[config.mk]
export PLATFORM = sky130hd
export DESIGN_NAME = enc_dec_serial_core
export DESIGN_NICKNAME = d
export VERILOG_FILES = /design/src/rtl/enc_dec_serial_core.sv
export SDC_FILE = /design/constraint.sdc
export NUM_CORES = 1
export LEC_CHECK = 0
export ABC_AREA = 1
export ABC_CLOCK_PERIOD_IN_PS = 3750
export CAP_MARGIN = 30
export CORE_MARGIN = 5
export CORE_UTILIZATION = 45
export CTS_CLUSTER_SIZE = 20
export DETAILED_ROUTE_END_ITERATION = 8
export HOLD_SLACK_MARGIN = 0.12
export PLACE_DENSITY = 0.69
export SLEW_MARGIN = 30
export SYNTH_ARGS = -nofsm -noshare
export SYNTH_HDL_FRONTEND = slang
export SYNTH_SLANG_ARGS = --single-unit
[constraint.sdc]
create_clock -name PCLK -period 3.75 [get_ports PCLK]
set_input_delay 0.75 -clock PCLK [delete_from_list [all_inputs] [get_ports PCLK]]
set_output_delay 0.75 -clock PCLK [all_outputs]
set_load 0.01 [all_outputs]
[src/rtl/enc_dec_serial_core.sv]
// enc_dec_serial_core: APB register file around a bit-serial extended-Hamming
// (SECDED) engine for 8/16/32-bit codewords. Modes: encode, decode, and full
// channel (encode, inject NOISE, decode). The syndrome is accumulated one
// codeword bit per clock.
module enc_dec_serial_core #(
    parameter int AMBA_WORD       = 32,
    parameter int AMBA_ADDR_WIDTH = 20,
    parameter int MAX_CW          = 32
) (
    input  logic                       PCLK,
    input  logic                       PRESETn,
    input  logic                       PSEL,
    input  logic                       PENABLE,
    input  logic                       PWRITE,
    input  logic [AMBA_ADDR_WIDTH-1:0] PADDR,
    input  logic [AMBA_WORD-1:0]       PWDATA,
    output logic [AMBA_WORD-1:0]       PRDATA,
    output logic                       PREADY,
    output logic [AMBA_WORD-1:0]       data_out,
    output logic                       operation_done,
    output logic [1:0]                 num_of_errors,
    output logic                       busy
);

    localparam int CW_BITS = $clog2(MAX_CW);
    localparam int AW_BITS = $clog2(AMBA_WORD);

    localparam logic [2:0] S_IDLE    = 3'd0;
    localparam logic [2:0] S_LOAD    = 3'd1;
    localparam logic [2:0] S_SCAN    = 3'd2;
    localparam logic [2:0] S_FIX_ENC = 3'd3;
    localparam logic [2:0] S_FIX_DEC = 3'd4;
    localparam logic [2:0] S_DONE    = 3'd5;

    localparam logic [1:0] MODE_ENC  = 2'b00;
    localparam logic [1:0] MODE_DEC  = 2'b01;
    localparam logic [1:0] MODE_FULL = 2'b10;

    localparam logic [2:0] REG_CTRL   = 3'd0;
    localparam logic [2:0] REG_DATA   = 3'd1;
    localparam logic [2:0] REG_WIDTH  = 3'd2;
    localparam logic [2:0] REG_NOISE  = 3'd3;
    localparam logic [2:0] REG_STATUS = 3'd4;

    // Register file
    logic [1:0]           ctrl_reg;
    logic [AMBA_WORD-1:0] data_in_reg;
    logic [1:0]           width_reg;
    logic [AMBA_WORD-1:0] noise_reg;
    logic                 wr_dropped;

    // Engine state
    logic [2:0]           state;
    logic [CW_BITS-1:0]   cnt;
    logic [CW_BITS-1:0]   syn;
    logic                 par;
    logic [MAX_CW-1:0]    work;
    logic                 enc_pass_done;

    logic                 wr_en;
    logic                 rd_setup;
    logic [2:0]           reg_sel;
    logic                 start;
    logic [CW_BITS:0]     cw_w;
    logic [CW_BITS-1:0]   last_idx;
    logic [MAX_CW-1:0]    cw_mask;
    logic [MAX_CW-1:0]    enc_word;
    logic [MAX_CW-1:0]    flip_vec;
    logic [MAX_CW-1:0]    fixed_word;
    logic                 unused_paddr;

    // Position p (p > 0) is a Hamming parity position when it is a power of two.
    function automatic logic is_pow2(input int p);
        return (p & (p - 1)) == 0;
    endfunction

    // Codeword width selected by the CODEWORD_WIDTH register.
    function automatic logic [CW_BITS:0] width_of(input logic [1:0] sel);
        case (sel)
            2'd0:    return (CW_BITS+1)'(8);
            2'd1:    return (CW_BITS+1)'(16);
            default: return (CW_BITS+1)'(MAX_CW);
        endcase
    endfunction

    // Ones in the low w bits.
    function automatic logic [MAX_CW-1:0] width_mask(input logic [CW_BITS:0] w);
        logic [MAX_CW-1:0] m;
        m = '0;
        for (int p = 0; p < MAX_CW; p++) begin
            m[p[CW_BITS-1:0]] = (p < int'(w));
        end
        return m;
    endfunction

    // Scatter data bits LSB-first into non-parity positions 3,5,6,7,9,...
    function automatic logic [MAX_CW-1:0] place_data(input logic [AMBA_WORD-1:0] d,
                                                     input logic [CW_BITS:0]   w);
        logic [MAX_CW-1:0] cw;
        int k;
        cw = '0;
        k  = 0;
        for (int p = 1; p < MAX_CW; p++) begin
            if (p < int'(w) && !is_pow2(p)) begin
                cw[p[CW_BITS-1:0]] = d[k[AW_BITS-1:0]];
                k++;
            end
        end
        return cw;
    endfunction

    // Gather the data bits back out of the non-parity positions.
    function automatic logic [MAX_CW-1:0] extract_data(input logic [MAX_CW-1:0] cw,
                                                       input logic [CW_BITS:0]  w);
        logic [MAX_CW-1:0] d;
        int k;
        d = '0;
        k = 0;
        for (int p = 1; p < MAX_CW; p++) begin
            if (p < int'(w) && !is_pow2(p)) begin
                d[k[CW_BITS-1:0]] = cw[p[CW_BITS-1:0]];
                k++;
            end
        end
        return d;
    endfunction

    // Drop the syndrome into the parity positions; bit 0 makes overall parity
    // even, accounting for the data ones (par) and the parity ones just added.
    function automatic logic [MAX_CW-1:0] set_parity(input logic [MAX_CW-1:0]  cw,
                                                     input logic [CW_BITS-1:0] s,
                                                     input logic               pa,
                                                     input logic [CW_BITS:0]   w);
        logic [MAX_CW-1:0] o;
        int pos;
        o = cw;
        for (int k = 0; k < CW_BITS; k++) begin
            pos = 1 << k;
            if (pos < int'(w)) begin
                o[pos[CW_BITS-1:0]] = s[k];
            end
        end
        o[0] = pa ^ (^s);
        return o;
    endfunction

    assign PREADY       = 1'b1;
    assign wr_en        = PSEL & PENABLE & PWRITE;
    assign rd_setup     = PSEL & ~PENABLE & ~PWRITE;
    assign reg_sel      = PADDR[4:2];
    assign start        = wr_en & ~busy & (reg_sel == REG_CTRL) & (PWDATA[1:0] != 2'b11);
    assign cw_w         = width_of(width_reg);
    assign last_idx     = CW_BITS'(cw_w - 1'b1);
    assign cw_mask      = width_mask(cw_w);
    assign enc_word     = set_parity(work, syn, par, cw_w);
    assign unused_paddr = ^{PADDR[AMBA_ADDR_WIDTH-1:5], PADDR[1:0]};

    // Single-error correction mask: par=1 means an odd number of flips, and the
    // syndrome names the flipped position (0 means the overall parity bit).
    always_comb begin
        flip_vec      = '0;
        flip_vec[syn] = par;
        fixed_word    = work ^ flip_vec;
    end

    // APB register writes, write-drop flag and registered read data.
    always_ff @(posedge PCLK or negedge PRESETn) begin
        if (!PRESETn) begin
            ctrl_reg    <= '0;
            data_in_reg <= '0;
            width_reg   <= '0;
            noise_reg   <= '0;
            wr_dropped  <= 1'b0;
            PRDATA      <= '0;
        end else begin
            if (wr_en) begin
                if (busy) begin
                    wr_dropped <= 1'b1;
                end else begin
                    case (reg_sel)
                        REG_CTRL:  ctrl_reg    <= PWDATA[1:0];
                        REG_DATA:  data_in_reg <= PWDATA;
                        REG_WIDTH: width_reg   <= PWDATA[1:0];
                        REG_NOISE: noise_reg   <= PWDATA;
                        default:   ;
                    endcase
                end
            end
            if (rd_setup) begin
                case (reg_sel)
                    REG_CTRL:   PRDATA <= {{(AMBA_WORD-2){1'b0}}, ctrl_reg};
                    REG_DATA:   PRDATA <= data_in_reg;
                    REG_WIDTH:  PRDATA <= {{(AMBA_WORD-2){1'b0}}, width_reg};
                    REG_NOISE:  PRDATA <= noise_reg;
                    REG_STATUS: begin
                        PRDATA     <= {{(AMBA_WORD-4){1'b0}}, busy, num_of_errors, wr_dropped};
                        wr_dropped <= 1'b0;
                    end
                    default:    PRDATA <= '0;
                endcase
            end
        end
    end

    // Serial SECDED engine: load, bit-serial syndrome scan, parity insertion or
    // correction, and the one-cycle completion pulse.
    always_ff @(posedge PCLK or negedge PRESETn) begin
        if (!PRESETn) begin
            state          <= S_IDLE;
            cnt            <= '0;
            syn            <= '0;
            par            <= 1'b0;
            work           <= '0;
            enc_pass_done  <= 1'b0;
            busy           <= 1'b0;
            operation_done <= 1'b0;
            num_of_errors  <= 2'd0;
            data_out       <= '0;
        end else begin
            operation_done <= 1'b0;
            case (state)
                S_IDLE: begin
                    if (start) begin
                        state <= S_LOAD;
                        busy  <= 1'b1;
                    end
                end
                S_LOAD: begin
                    if (ctrl_reg == MODE_DEC) begin
                        work <= data_in_reg[MAX_CW-1:0] & cw_mask;
                    end else begin
                        work <= place_data(data_in_reg, cw_w);
                    end
                    syn           <= '0;
                    par           <= 1'b0;
                    cnt           <= '0;
                    enc_pass_done <= 1'b0;
                    state         <= S_SCAN;
                end
                S_SCAN: begin
                    if (work[cnt]) begin
                        par <= ~par;
                        syn <= syn ^ cnt;
                    end
                    if (cnt == last_idx) begin
                        cnt <= '0;
                        if (ctrl_reg == MODE_ENC || (ctrl_reg == MODE_FULL && !enc_pass_done)) begin
                            state <= S_FIX_ENC;
                        end else begin
                            state <= S_FIX_DEC;
                        end
                    end else begin
                        cnt <= cnt + 1'b1;
                    end
                end
                S_FIX_ENC: begin
                    if (ctrl_reg == MODE_ENC) begin
                        data_out       <= AMBA_WORD'(enc_word);
                        num_of_errors  <= 2'd0;
                        operation_done <= 1'b1;
                        busy           <= 1'b0;
                        state          <= S_DONE;
                    end else begin
                        work          <= enc_word ^ (noise_reg[MAX_CW-1:0] & cw_mask);
                        syn           <= '0;
                        par           <= 1'b0;
                        enc_pass_done <= 1'b1;
                        state         <= S_SCAN;
                    end
                end
                S_FIX_DEC: begin
                    if (par) begin
                        num_of_errors <= 2'd1;
                        data_out      <= AMBA_WORD'(extract_data(fixed_word, cw_w));
                    end else if (syn != '0) begin
                        num_of_errors <= 2'd2;
                        data_out      <= '0;
                    end else begin
                        num_of_errors <= 2'd0;
                        data_out      <= AMBA_WORD'(extract_data(work, cw_w));
                    end
                    operation_done <= 1'b1;
                    busy           <= 1'b0;
                    state          <= S_DONE;
                end
                S_DONE: begin
                    if (start) begin
                        state <= S_LOAD;
                        busy  <= 1'b1;
                    end else begin
                        state <= S_IDLE;
                    end
                end
                default: begin
                    state <= S_IDLE;
                    busy  <= 1'b0;
                end
            endcase
        end
    end

endmodule
==> job_summary.md <==
## PnR job results

| Metric | Value |
|---|---|
| Post_cts resized | 0 |
| Hold_ws | 0.324 ns |
| Worst Path Class, Setup | register to register |
| Met1 Use GR | 40.7% |
| Die area | 0.0282 mm² |
| Tcrit/Tclk final | 75.3% |
| Initial DRC count | 929 |
| Seq_cells | 184 |
| Reg area | 0.00461 mm² |
| First-pass GRT wire length | 63300 µm |
| Cts hold-fix bufs | 0 |
| Final instance area | 0.0132 mm² |
| Non-filler instance count after layout | 1982 |
| DP HPWL | 30600 µm |
| Cell count after synthesis | 1563 |
| CP Buf/Inv Count | 2 |
| Gpl congestion | 1.03 |
| Sw frac | 46.5% |
| DR WL met2 | 18200 µm |
| Top cells by count, synth | 419 x nand2_1, 204 x o21ai_0, 184 x dfrtp_1, 175 x inv_1, 105 x nor2_1 |
| Multi-In Gates | 1107 |
| Setup WS post-layout | 0.926 ns |
| Flop pwr share | 35.0% |
| Num CTS Buffers | 17 |
| DRT Pass-1 Iters | 6 |
| Ys flop type | dfrtp_1 |
| CTS Root Cell | clkbuf_16 |
| Final setup fails | 0 |
| Least-Margin Pin Slew | 0.896 ns |
| Internal power | 4.87 mW |
| Sw Pwr | 4.23 mW |
| Max clock buf depth | 2 |
| Hold Vio Cnt, Final | 0 |
| Vias in the first global route | 10.8k |
| R2R setup slack | 0.93 ns |
| Crit path DAT | 3.21 ns |
| Nets@finish | 1713 |
| Setup TNS | 0 ns |
| Most used logic cell in the final layout | nand2_1 |
| Layout Skew | 0.0169 ns |
| Core Util at FP | 45.9% |
| GRT Util Overall | 28.6% |
| Largest class | logic gates |
| Clk network pwr share | 20.1% |
| Vias after detailed routing | 11.1k |
| Final Power | 9.10 mW |
| Syn Nets | 1630 |
| Hold Path Class | input pin to asynchronous set/reset pin |
| Comb area share | 41.7% |
| Crit. End Element | register |
| Top cells by area | dfrtp_1 41%, nand2_1 14%, o21ai_0 9.1% |
| Clock buffer count in the final layout | 17 |
| Total gr overflow | 0 |
| Met2 track demand over resource | 45.0% |
| Slowest-stage cell, CP | dfrtp_1 |
| Post-synthesis average cell area | 7.17 µm² |
| Power Dens Cells | 690 mW/mm² |
| Peak Freq | 354 MHz |
| Min cycle time layout | 2.82 ns |
| CTS tree | yes |
| Status | complete, no violations |
| Filler Cells Inserted | 2432 |
| Top-count cell post-synth | nand2_1 |
| Total tool warning count | 49 |
| RSZ-0062 raised after global routing | no |
| Post-DRT Antenna Nets | 0 |
| Placed cells | 1951 |
| CP max stage delay | 0.61 ns |
| TAP cells | 324 |
| Setup crit start kind | register |
| Yosys synthesis chip area | 0.0112 mm² |
| Vias per cell | 5.62 |
| Max_cap viols | 0 |
| Post-synth ARST share | 100% |
| # clock sinks | 184 |
| Setup Buffers After CTS | 0 |
| Critical-path cell list | nor2_8, inv_2, ha_1, buf_4, nor2_1, nand2_1, o21ai_0, nand2_1, o211ai_1, a21oi_1, nand2_1, nand2_1, nand2_1 |
| M3 GR Usage | 3.54% |
| Crit path to | data_out[0] |
| Wl on met1 | 18300 µm |
| Max transition margin | 40.2% |
| Initial antenna violation count | 0 |
| Worst path depth | 13 |
| Routed WL | 40600 µm |
| Clock Latency Late Sink | 0.45 ns |
| Sequential cell area share | 34.9% |
| Critical path fanouts, max | 9 |
| Most frequent cells in the layout | 419 x nand2_1, 204 x o21ai_0, 183 x dfrtp_1 |
| Ant diodes | 0 |
| Peak supply drop | 348 µV |
| Number of enable flip-flop cells | 0 |
| Comb power frac | 44.9% |
| FF+latch count, synth | 184 |
| WL per Instance | 20.5 µm |
| Leakage | 6.15 nW |
| Data buffer area share | 10.5% |
| CP required | 4.13 ns |
| GR peak layer | met2 |
| Fin util | 54.1% |
| Ys Warns | 0 |
| Synth-to-Final Area Change | 17.7% |
| Yosys Instances | 1563 |
| Seq/Total Area, Yosys | 41.1% |
| Setup WS pre-CTS | 0.937 ns |
-- cells by family (layout without fill, tap and decap cells) --
family	count (synthesis)	count (layout)	synth area share [%]
adders and majority gates	10	10	1.12
AOI/OAI and AO/OA	413	413	21.2
xor gates and xnor gates	32	32	2.50
DFF	184	184	41.1
buffers and inverters	272	367	9.86
other	1	1	0.0335
and+or+nand+nor	651	651	24.2
-- power groups by stage --
stage | clock [mW] | combinational, mW | sequential (mW)
after floorplan | 0 | 2.52 | 2.99
after global placement | 0 | 3.97 | 3.19
after detailed placement | 0 | 4.01 | 3.20
after CTS | 1.85 | 4.03 | 3.17
after global routing | 1.93 | 4.47 | 3.25
final | 1.83 | 4.09 | 3.18
==> images/port_trees.png <==
Bar = 50 µm.
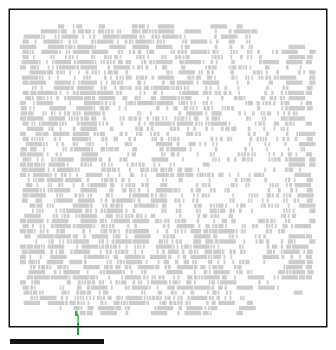
green -> PREADY  # direction output, end cells 1, buffers 0, wire 7.00 µm
IO buf count: 107
Top-Level Pins: 126

==> images/pinout.png <==
Bar = 50 µm. Pins as bars across the die edge, other pins in gray.
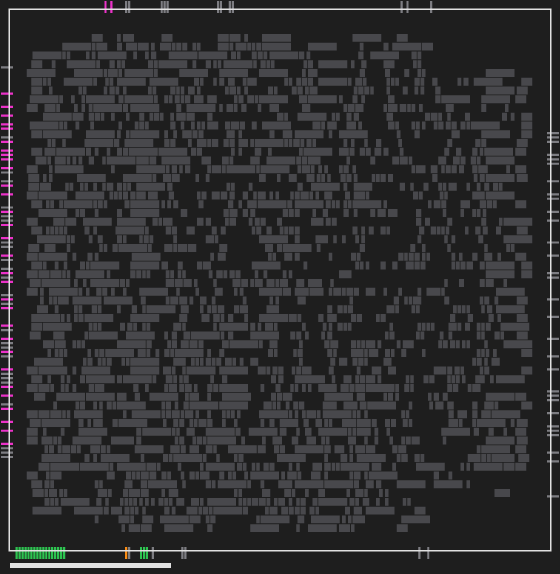
orange -> PREADY  # pins 1, direction output, edge bottom
green -> PADDR  # pins 20, direction input, edge bottom
magenta -> PRDATA  # pins 32, direction output, edge 30 left, 2 top
all pins by edge = 55 left, 30 right, 27 bottom, 14 top
Die Height: 168 µm
Die W: 168 µm

==> images/m1.png <==
Supply wires on this layer in gray. Cells faint in the background.
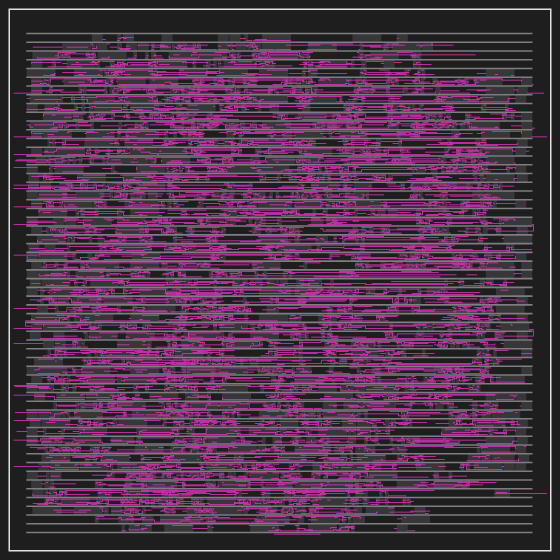
share of all routed wire = 45%
nets with wire on the layer = 1551
longest straight run = 91.1 µm
wire length on this layer = 18300 µm

Power is estimated from default activity; no workload was simulated.
